[config.mk]
export PLATFORM = sky130hd
export DESIGN_NAME = axil_regbank_slave
export DESIGN_NICKNAME = d
export VERILOG_FILES = /design/src/rtl/axil_regbank_slave_pkg.sv /design/src/rtl/axil_regbank_slave_strb_merge.sv /design/src/rtl/axil_regbank_slave.sv
export SDC_FILE = /design/constraint.sdc
export NUM_CORES = 1
export LEC_CHECK = 0
export CAP_MARGIN = 20
export CORE_AREA = 5 5 446 448
export CTS_BUF_LIST = sky130_fd_sc_hd__clkbuf_4 sky130_fd_sc_hd__clkbuf_8
export DETAILED_ROUTE_END_ITERATION = 8
export DIE_AREA = 0 0 451 453
export GPL_ROUTABILITY_DRIVEN = 0
export PLACE_DENSITY = 0.45
export SETUP_SLACK_MARGIN = 0.2
export SYNTH_ARGS = -nofsm -noshare
export SYNTH_HDL_FRONTEND = slang
export SYNTH_SLANG_ARGS = --single-unit
[constraint.sdc]
create_clock -name s3_axi_aclk -period 3.5 [get_ports s3_axi_aclk]
set_input_delay 0.7 -clock s3_axi_aclk [delete_from_list [all_inputs] [get_ports s3_axi_aclk]]
set_output_delay 0.7 -clock s3_axi_aclk [all_outputs]
set_load 0.05 [all_outputs]
[src/rtl/axil_regbank_slave_pkg.sv]
// Shared response codes, channel state encodings and address decode helper
// for the AXI4-Lite register bank.
package axil_pkg;

  localparam logic [1:0] RESP_OKAY   = 2'd0;
  localparam logic [1:0] RESP_SLVERR = 2'd2;
  localparam logic [1:0] RESP_DECERR = 2'd3;

  typedef enum logic [1:0] {
    W_IDLE   = 2'd0,
    W_HAVE_A = 2'd1,
    W_HAVE_D = 2'd2,
    W_RESP   = 2'd3
  } w_state_t;

  typedef enum logic {
    R_IDLE = 1'b0,
    R_DATA = 1'b1
  } r_state_t;

  function automatic logic [31:0] addr_to_idx(input logic [31:0] addr, input int unsigned lsb);
    return addr >> lsb;
  endfunction

endpackage

[src/rtl/axil_regbank_slave_strb_merge.sv]
// Byte-lane merge: each lane takes the new write byte when its strobe is set,
// otherwise keeps the old register byte.
module axil_strb_merge #(
  parameter int DATA_WIDTH = 32
) (
  input  logic [DATA_WIDTH-1:0]   old_data,
  input  logic [DATA_WIDTH-1:0]   wdata,
  input  logic [DATA_WIDTH/8-1:0] wstrb,
  output logic [DATA_WIDTH-1:0]   merged
);

  // select each byte lane from old or new data
  always_comb begin
    merged = old_data;
    for (int b = 0; b < DATA_WIDTH / 8; b++) begin
      if (wstrb[b]) merged[b*8 +: 8] = wdata[b*8 +: 8];
      else          merged[b*8 +: 8] = old_data[b*8 +: 8];
    end
  end

endmodule

[src/rtl/axil_regbank_slave.sv]
// AXI4-Lite slave register bank with independent write/read channel FSMs.
// Optional ID register at index NUM_REGS when AXIL_REGBANK_ID_EN is defined.
module axil_regbank_slave
  import axil_pkg::*;
#(
  parameter int                    DATA_WIDTH = 32,
  parameter int                    ADDR_WIDTH = 8,
  parameter int                    RESP_WIDTH = 3,
  parameter int                    NUM_REGS   = 16,
  parameter logic [NUM_REGS-1:0]   RO_MASK    = '0,
  parameter logic [DATA_WIDTH-1:0] RESET_VAL  = '0
`ifdef AXIL_REGBANK_ID_EN
  , parameter logic [DATA_WIDTH-1:0] ID_VALUE = DATA_WIDTH'(32'hA5A1_0001)
`endif
) (
  input  logic                           s3_axi_aclk,
  input  logic                           s3_axi_aresetn,
  input  logic [ADDR_WIDTH-1:0]          s3_axi_awaddr,
  input  logic                           s3_axi_awvalid,
  output logic                           s3_axi_awready,
  input  logic [DATA_WIDTH-1:0]          s3_axi_wdata,
  input  logic [DATA_WIDTH/8-1:0]        s3_axi_wstrb,
  input  logic                           s3_axi_wvalid,
  output logic                           s3_axi_wready,
  output logic [RESP_WIDTH-1:0]          s3_axi_bresp,
  output logic                           s3_axi_bvalid,
  input  logic                           s3_axi_bready,
  input  logic [ADDR_WIDTH-1:0]          s3_axi_araddr,
  input  logic                           s3_axi_arvalid,
  output logic                           s3_axi_arready,
  output logic [DATA_WIDTH-1:0]          s3_axi_rdata,
  output logic [RESP_WIDTH-1:0]          s3_axi_rresp,
  output logic                           s3_axi_rvalid,
  input  logic                           s3_axi_rready,
  output logic [NUM_REGS*DATA_WIDTH-1:0] reg_out,
  input  logic [NUM_REGS*DATA_WIDTH-1:0] hw_in,
  output logic [NUM_REGS-1:0]            wr_pulse
);

  localparam int          STRB_W   = DATA_WIDTH / 8;
  localparam int unsigned ADDR_LSB = $clog2(STRB_W);
  localparam int          IW       = (NUM_REGS > 1) ? $clog2(NUM_REGS) : 1;
  localparam logic [31:0] NREGS    = 32'(NUM_REGS);
`ifdef AXIL_REGBANK_ID_EN
  localparam logic [31:0] LIMIT    = NREGS + 32'd1;
`else
  localparam logic [31:0] LIMIT    = NREGS;
`endif

  logic [DATA_WIDTH-1:0] regs_r [NUM_REGS];
  w_state_t              w_state_r;
  r_state_t              r_state_r;
  logic [ADDR_WIDTH-1:0] awaddr_r;
  logic [DATA_WIDTH-1:0] wdata_r;
  logic [STRB_W-1:0]     wstrb_r;
  logic                  awready_r, wready_r, bvalid_r, arready_r, rvalid_r;
  logic [RESP_WIDTH-1:0] bresp_r, rresp_r;
  logic [DATA_WIDTH-1:0] rdata_r;
  logic [NUM_REGS-1:0]   wr_pulse_r;

  logic                  aw_fire_s, w_fire_s, ar_fire_s, commit_s;
  logic [ADDR_WIDTH-1:0] w_addr_s;
  logic [DATA_WIDTH-1:0] w_data_s, w_merged_s, r_data_s;
  logic [STRB_W-1:0]     w_strb_s;
  logic [31:0]           w_idx_s, r_idx_s;
  logic                  w_in_range_s, r_in_range_s;
  logic [IW-1:0]         w_sel_s, r_sel_s;
  logic [NUM_REGS-1:0]   w_onehot_s;
  logic [1:0]            w_code_s, r_code_s;

  assign aw_fire_s = s3_axi_awvalid && awready_r;
  assign w_fire_s  = s3_axi_wvalid && wready_r;
  assign ar_fire_s = s3_axi_arvalid && arready_r;

  // pick the write address/data from the buffered copy when it arrived earlier
  always_comb begin
    if (w_state_r == W_HAVE_A) w_addr_s = awaddr_r;
    else                       w_addr_s = s3_axi_awaddr;
    if (w_state_r == W_HAVE_D) begin
      w_data_s = wdata_r;
      w_strb_s = wstrb_r;
    end else begin
      w_data_s = s3_axi_wdata;
      w_strb_s = s3_axi_wstrb;
    end
  end

  assign w_idx_s      = addr_to_idx(32'(w_addr_s), ADDR_LSB);
  assign w_in_range_s = (w_idx_s < NREGS);
  assign w_sel_s      = w_in_range_s ? w_idx_s[IW-1:0] : '0;

  axil_strb_merge #(.DATA_WIDTH(DATA_WIDTH)) u_merge (
    .old_data (regs_r[w_sel_s]),
    .wdata    (w_data_s),
    .wstrb    (w_strb_s),
    .merged   (w_merged_s)
  );

  // a commit happens on the edge where the second half of the AW/W pair lands
  always_comb begin
    case (w_state_r)
      W_IDLE:   commit_s = aw_fire_s && w_fire_s;
      W_HAVE_A: commit_s = w_fire_s;
      W_HAVE_D: commit_s = aw_fire_s;
      default:  commit_s = 1'b0;
    endcase
  end

  // write response code and per-register decode
  always_comb begin
    w_code_s   = RESP_OKAY;
    w_onehot_s = '0;
    if (!w_in_range_s) begin
      if (w_idx_s < LIMIT) w_code_s = RESP_SLVERR;
      else                 w_code_s = RESP_DECERR;
    end else begin
      w_onehot_s[w_sel_s] = 1'b1;
      if (RO_MASK[w_sel_s]) w_code_s = RESP_SLVERR;
      else                  w_code_s = RESP_OKAY;
    end
  end

  // register storage: RO entries mirror hw_in, RW entries take committed merges
  always_ff @(posedge s3_axi_aclk or negedge s3_axi_aresetn) begin
    if (!s3_axi_aresetn) begin
      for (int i = 0; i < NUM_REGS; i++) regs_r[i] <= RESET_VAL;
    end else begin
      for (int i = 0; i < NUM_REGS; i++) begin
        if (RO_MASK[i])                      regs_r[i] <= hw_in[i*DATA_WIDTH +: DATA_WIDTH];
        else if (commit_s && w_onehot_s[i])  regs_r[i] <= w_merged_s;
      end
    end
  end

  // write channel FSM with registered handshake outputs
  always_ff @(posedge s3_axi_aclk or negedge s3_axi_aresetn) begin
    if (!s3_axi_aresetn) begin
      w_state_r  <= W_IDLE;
      awready_r  <= 1'b1;
      wready_r   <= 1'b1;
      bvalid_r   <= 1'b0;
      bresp_r    <= '0;
      awaddr_r   <= '0;
      wdata_r    <= '0;
      wstrb_r    <= '0;
      wr_pulse_r <= '0;
    end else begin
      wr_pulse_r <= '0;
      if (commit_s) begin
        w_state_r  <= W_RESP;
        awready_r  <= 1'b0;
        wready_r   <= 1'b0;
        bvalid_r   <= 1'b1;
        bresp_r    <= RESP_WIDTH'(w_code_s);
        wr_pulse_r <= w_onehot_s;
      end else begin
        case (w_state_r)
          W_IDLE: begin
            if (aw_fire_s) begin
              awaddr_r  <= s3_axi_awaddr;
              awready_r <= 1'b0;
              w_state_r <= W_HAVE_A;
            end else if (w_fire_s) begin
              wdata_r   <= s3_axi_wdata;
              wstrb_r   <= s3_axi_wstrb;
              wready_r  <= 1'b0;
              w_state_r <= W_HAVE_D;
            end
          end
          W_HAVE_A, W_HAVE_D: w_state_r <= w_state_r;
          W_RESP: begin
            if (s3_axi_bready) begin
              bvalid_r  <= 1'b0;
              awready_r <= 1'b1;
              wready_r  <= 1'b1;
              w_state_r <= W_IDLE;
            end
          end
          default: begin
            w_state_r <= W_IDLE;
            awready_r <= 1'b1;
            wready_r  <= 1'b1;
            bvalid_r  <= 1'b0;
          end
        endcase
      end
    end
  end

  assign r_idx_s      = addr_to_idx(32'(s3_axi_araddr), ADDR_LSB);
  assign r_in_range_s = (r_idx_s < NREGS);
  assign r_sel_s      = r_in_range_s ? r_idx_s[IW-1:0] : '0;

  // read data/response for the presented read address
  always_comb begin
    r_data_s = '0;
    r_code_s = RESP_DECERR;
    if (r_in_range_s) begin
      r_code_s = RESP_OKAY;
      if (RO_MASK[r_sel_s]) r_data_s = hw_in[int'(r_sel_s)*DATA_WIDTH +: DATA_WIDTH];
      else                  r_data_s = regs_r[r_sel_s];
    end
`ifdef AXIL_REGBANK_ID_EN
    else if (r_idx_s == NREGS) begin
      r_data_s = ID_VALUE;
      r_code_s = RESP_OKAY;
    end
`endif
    else begin
      r_data_s = '0;
      r_code_s = RESP_DECERR;
    end
  end

  // read channel FSM; data captured at the AR handshake edge
  always_ff @(posedge s3_axi_aclk or negedge s3_axi_aresetn) begin
    if (!s3_axi_aresetn) begin
      r_state_r <= R_IDLE;
      arready_r <= 1'b1;
      rvalid_r  <= 1'b0;
      rdata_r   <= '0;
      rresp_r   <= '0;
    end else begin
      case (r_state_r)
        R_IDLE: begin
          if (ar_fire_s) begin
            arready_r <= 1'b0;
            rvalid_r  <= 1'b1;
            rdata_r   <= r_data_s;
            rresp_r   <= RESP_WIDTH'(r_code_s);
            r_state_r <= R_DATA;
          end
        end
        R_DATA: begin
          if (s3_axi_rready) begin
            rvalid_r  <= 1'b0;
            arready_r <= 1'b1;
            r_state_r <= R_IDLE;
          end
        end
        default: begin
          r_state_r <= R_IDLE;
          arready_r <= 1'b1;
          rvalid_r  <= 1'b0;
        end
      endcase
    end
  end

  for (genvar g = 0; g < NUM_REGS; g++) begin : g_out
    assign reg_out[g*DATA_WIDTH +: DATA_WIDTH] = regs_r[g];
  end

  assign s3_axi_awready = awready_r;
  assign s3_axi_wready  = wready_r;
  assign s3_axi_bvalid  = bvalid_r;
  assign s3_axi_bresp   = bresp_r;
  assign s3_axi_arready = arready_r;
  assign s3_axi_rvalid  = rvalid_r;
  assign s3_axi_rdata   = rdata_r;
  assign s3_axi_rresp   = rresp_r;
  assign wr_pulse       = wr_pulse_r;

endmodule

**Clock wiring as the flow saved it**

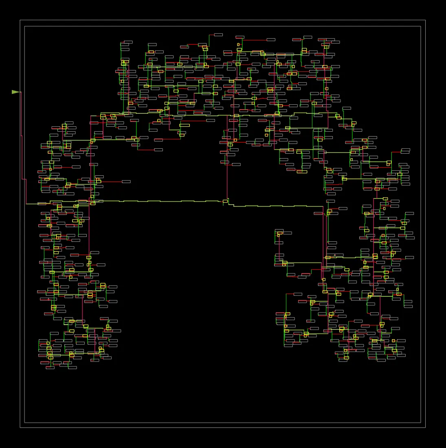
Latency at later pin: 860 ps
clk sinks: 612
clk pwr: 7.49 mW
flop count: 612

**Pin map**

Drawn at 0.5 px/um. Pins as bars across the die edge, other pins in grey.
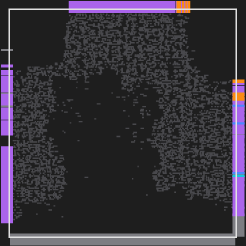
Key: s3_axi_bvalid = cyan [pins 1, direction output, edge east]; wr_pulse = orange [pins 16, direction output, edge 9 east, 7 north]; s3_axi_rresp = blue [pins 3, direction output, edge east]; reg_out = purple [pins 512, direction output, edge 208 north, 158 west, 146 east]
All pins by edge: 486 south, 246 north, 223 east, 187 west.
die x size: 451 um
Die Y: 453 um
IO buf count: 623

**M2 wires**

Drawn at 1 px/um. Cells faint in the background.
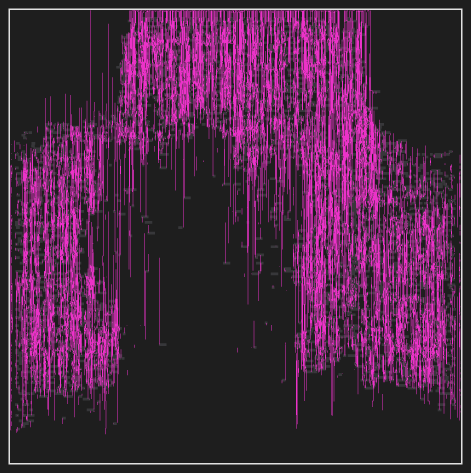
The layer carries 90.9 mm of wire. The wires run mostly vertical. The layer holds 43% of the routed length. The longest straight run is 265 um.
Vias: 31.2k
met2 usage: 29.6%
final wirelength: 211,000 um

**Clock network drawn from the DEF**

Drawn at 1 px/um.
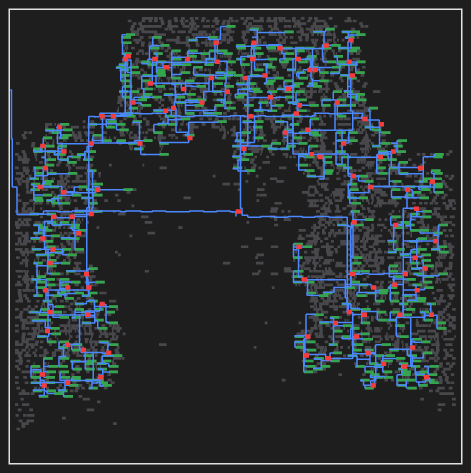
Key: clock wires = blue [length 10,600 um]; clock-net drivers = red [count 111]; flip-flops = green [count 612]
There are 112 routed clock nets. Position of the flops: widely spread.
Clk pwr share: 39.9%
Clock Skew: 55.8 ps

**Cells coloured by class**

Drawn at 1 px/um. Fill, decap, tap and diode cells in grey.
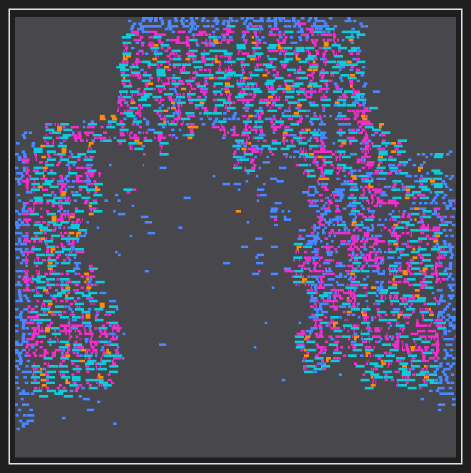
Key: registers = cyan [cells 612]; clock drivers and dummy loads = orange [cells 196]; remaining logic cells = magenta [cells 2,117]; remaining buffers and delay cells = blue [cells 1,086]
Final Instance Area: 47,700 um2
site row count: 162
Seq/total area: 32.1%

==> cell type report <==
type / count / area share (%)
inverter: 26 / 0.213
tap: 2542 / 6.67
multi-input combinational: 2091 / 32.3
sequential: 612 / 32.1
antenna: 22 / 0.115
clock inverter: 22 / 0.428
clock buffer: 174 / 4.56
timing repair buffer: 1086 / 23.5
==> stage by stage <==
| stage | power [mW] | utilization (%) |
|---|---|---|
| 2_1_floorplan | 9.09 | - |
| 3_3_place_gp | 11.0 | 22.7 |
| 3_5_place_dp | 11.0 | 22.8 |
| 4_1_cts | 18.7 | 24.2 |
| 5_1_grt | 19.4 | 24.5 |
| 6_report | 18.8 | 24.5 |
==> power by group through the flow <==
| stage | clock network (mW) | registers (mW) | logic [mW] |
|---|---|---|---|
| detailed placement | 0 | 7.33 | 3.67 |
| floorplan | 0 | 7.54 | 1.55 |
| global placement | 0 | 7.33 | 3.65 |
| global route | 7.91 | 7.22 | 4.27 |
| finish | 7.49 | 7.21 | 4.07 |
| CTS | 7.64 | 7.21 | 3.86 |
==> path summary, 6_finish.rpt <==
check | startpoint | end | cells after the start | slack [ps]
max in group asynchronous | s3_axi_aresetn | reg_out[293] | 4 | 1790
worst min register to register | r_state_r | s3_axi_rvalid | 1 | 470
min in group s3_axi_aclk | s3_axi_rready | s3_axi_rvalid | 2 | 450
worst max register to register | w_state_r[0] | reg_out[82] | 13 | 240
worst min-delay path | s3_axi_aresetn | reg_out[92] | 2 | 450
worst max-delay path | reg_out[217] | reg_out[217] | 1 | 190
==> repair_timing <==
action                                  4_1_cts  5_1_grt
buffers inserted                             24       30
hold buffers                                  1        0
resized                                      34       98
endpoints found under the setup margin      519      402
endpoints found under the hold margin        59        0
pin swaps                                    21       22
gates cloned                                  0        5
==> impl_metrics.toml <==
# physical design summary
[layout]
mostFrequentLayoutCell = "clkdlybuf4s50_1"
fin_nets = 4503
final-seq-area_um2 = 15300
areaGrowthSynthToFinish_pct = 51.8
largest_reg_flops = 512

[routing]
postRouteAntennaNets = 0
wl_per_cell_um = 32.0
drt-met1-wl_um = 90200
dr_wl_met3_um = 19400
first_iter_violations = 3475
drt-vias-per-instance = 4.75

[synthesis]
avgSynthCellArea_um2 = 10.4
top_cell = "dfrtp_1"
ff_type = "dfrtp_1"
edf_count = 0
netlist_top_cells_count = "dfrtp_1 (609), nand2_1 (559), o21ai_0 (381)"
synthArstFlopShare_pct = 100
yosys-top-cells-area = "dfrtp_1 (49%), nand2_1 (6.7%), o21ai_0 (6.1%), mux2_2 (5.6%), mux4_2 (4.6%)"
ys.flops = 612
postSynthCellCount = 3011

[setup_path]
crit_path_start_kind = "flip-flop"
crit_family = "buffers and inverters"
worstPathArrival_ps = 2610
setup.worst_path.end_class = "output port"

[pwr]
pwr-share-comb_pct = 21.7
p_leak_nw = 19.7
p_int_mw = 12.8
pwr-share-seq_pct = 38.4
power_density_nw_per_um2 = 394
ir_drop_mv = 0.249

[global_routing]
met3_usage_pct = 6.08
use_met1_pct = 26.2
antenna_found_initial = 40
grt.busiest_layer = "met2"
grt_first_pass_wirelength_um = 280000
grt_pass1_vias = 30800

[floorplan]
core_um2 = 194000

[clocking]
root_buffer = "clkbuf_8"
clk_path_buf_depth = 3
tritoncts = "built"
cts_buffers = 111
clkTransAtPathRegs_ps = 60

[job]
warnings = 551

[sta]
min_period_ps = 3310
setup_viol = 0
post-route-period-util_pct = 94.7

[outcome]
status = "finished clean"

[placed_design]
dp.cells = 6297
No activity file was given, so power comes from the tool's default toggle rates.
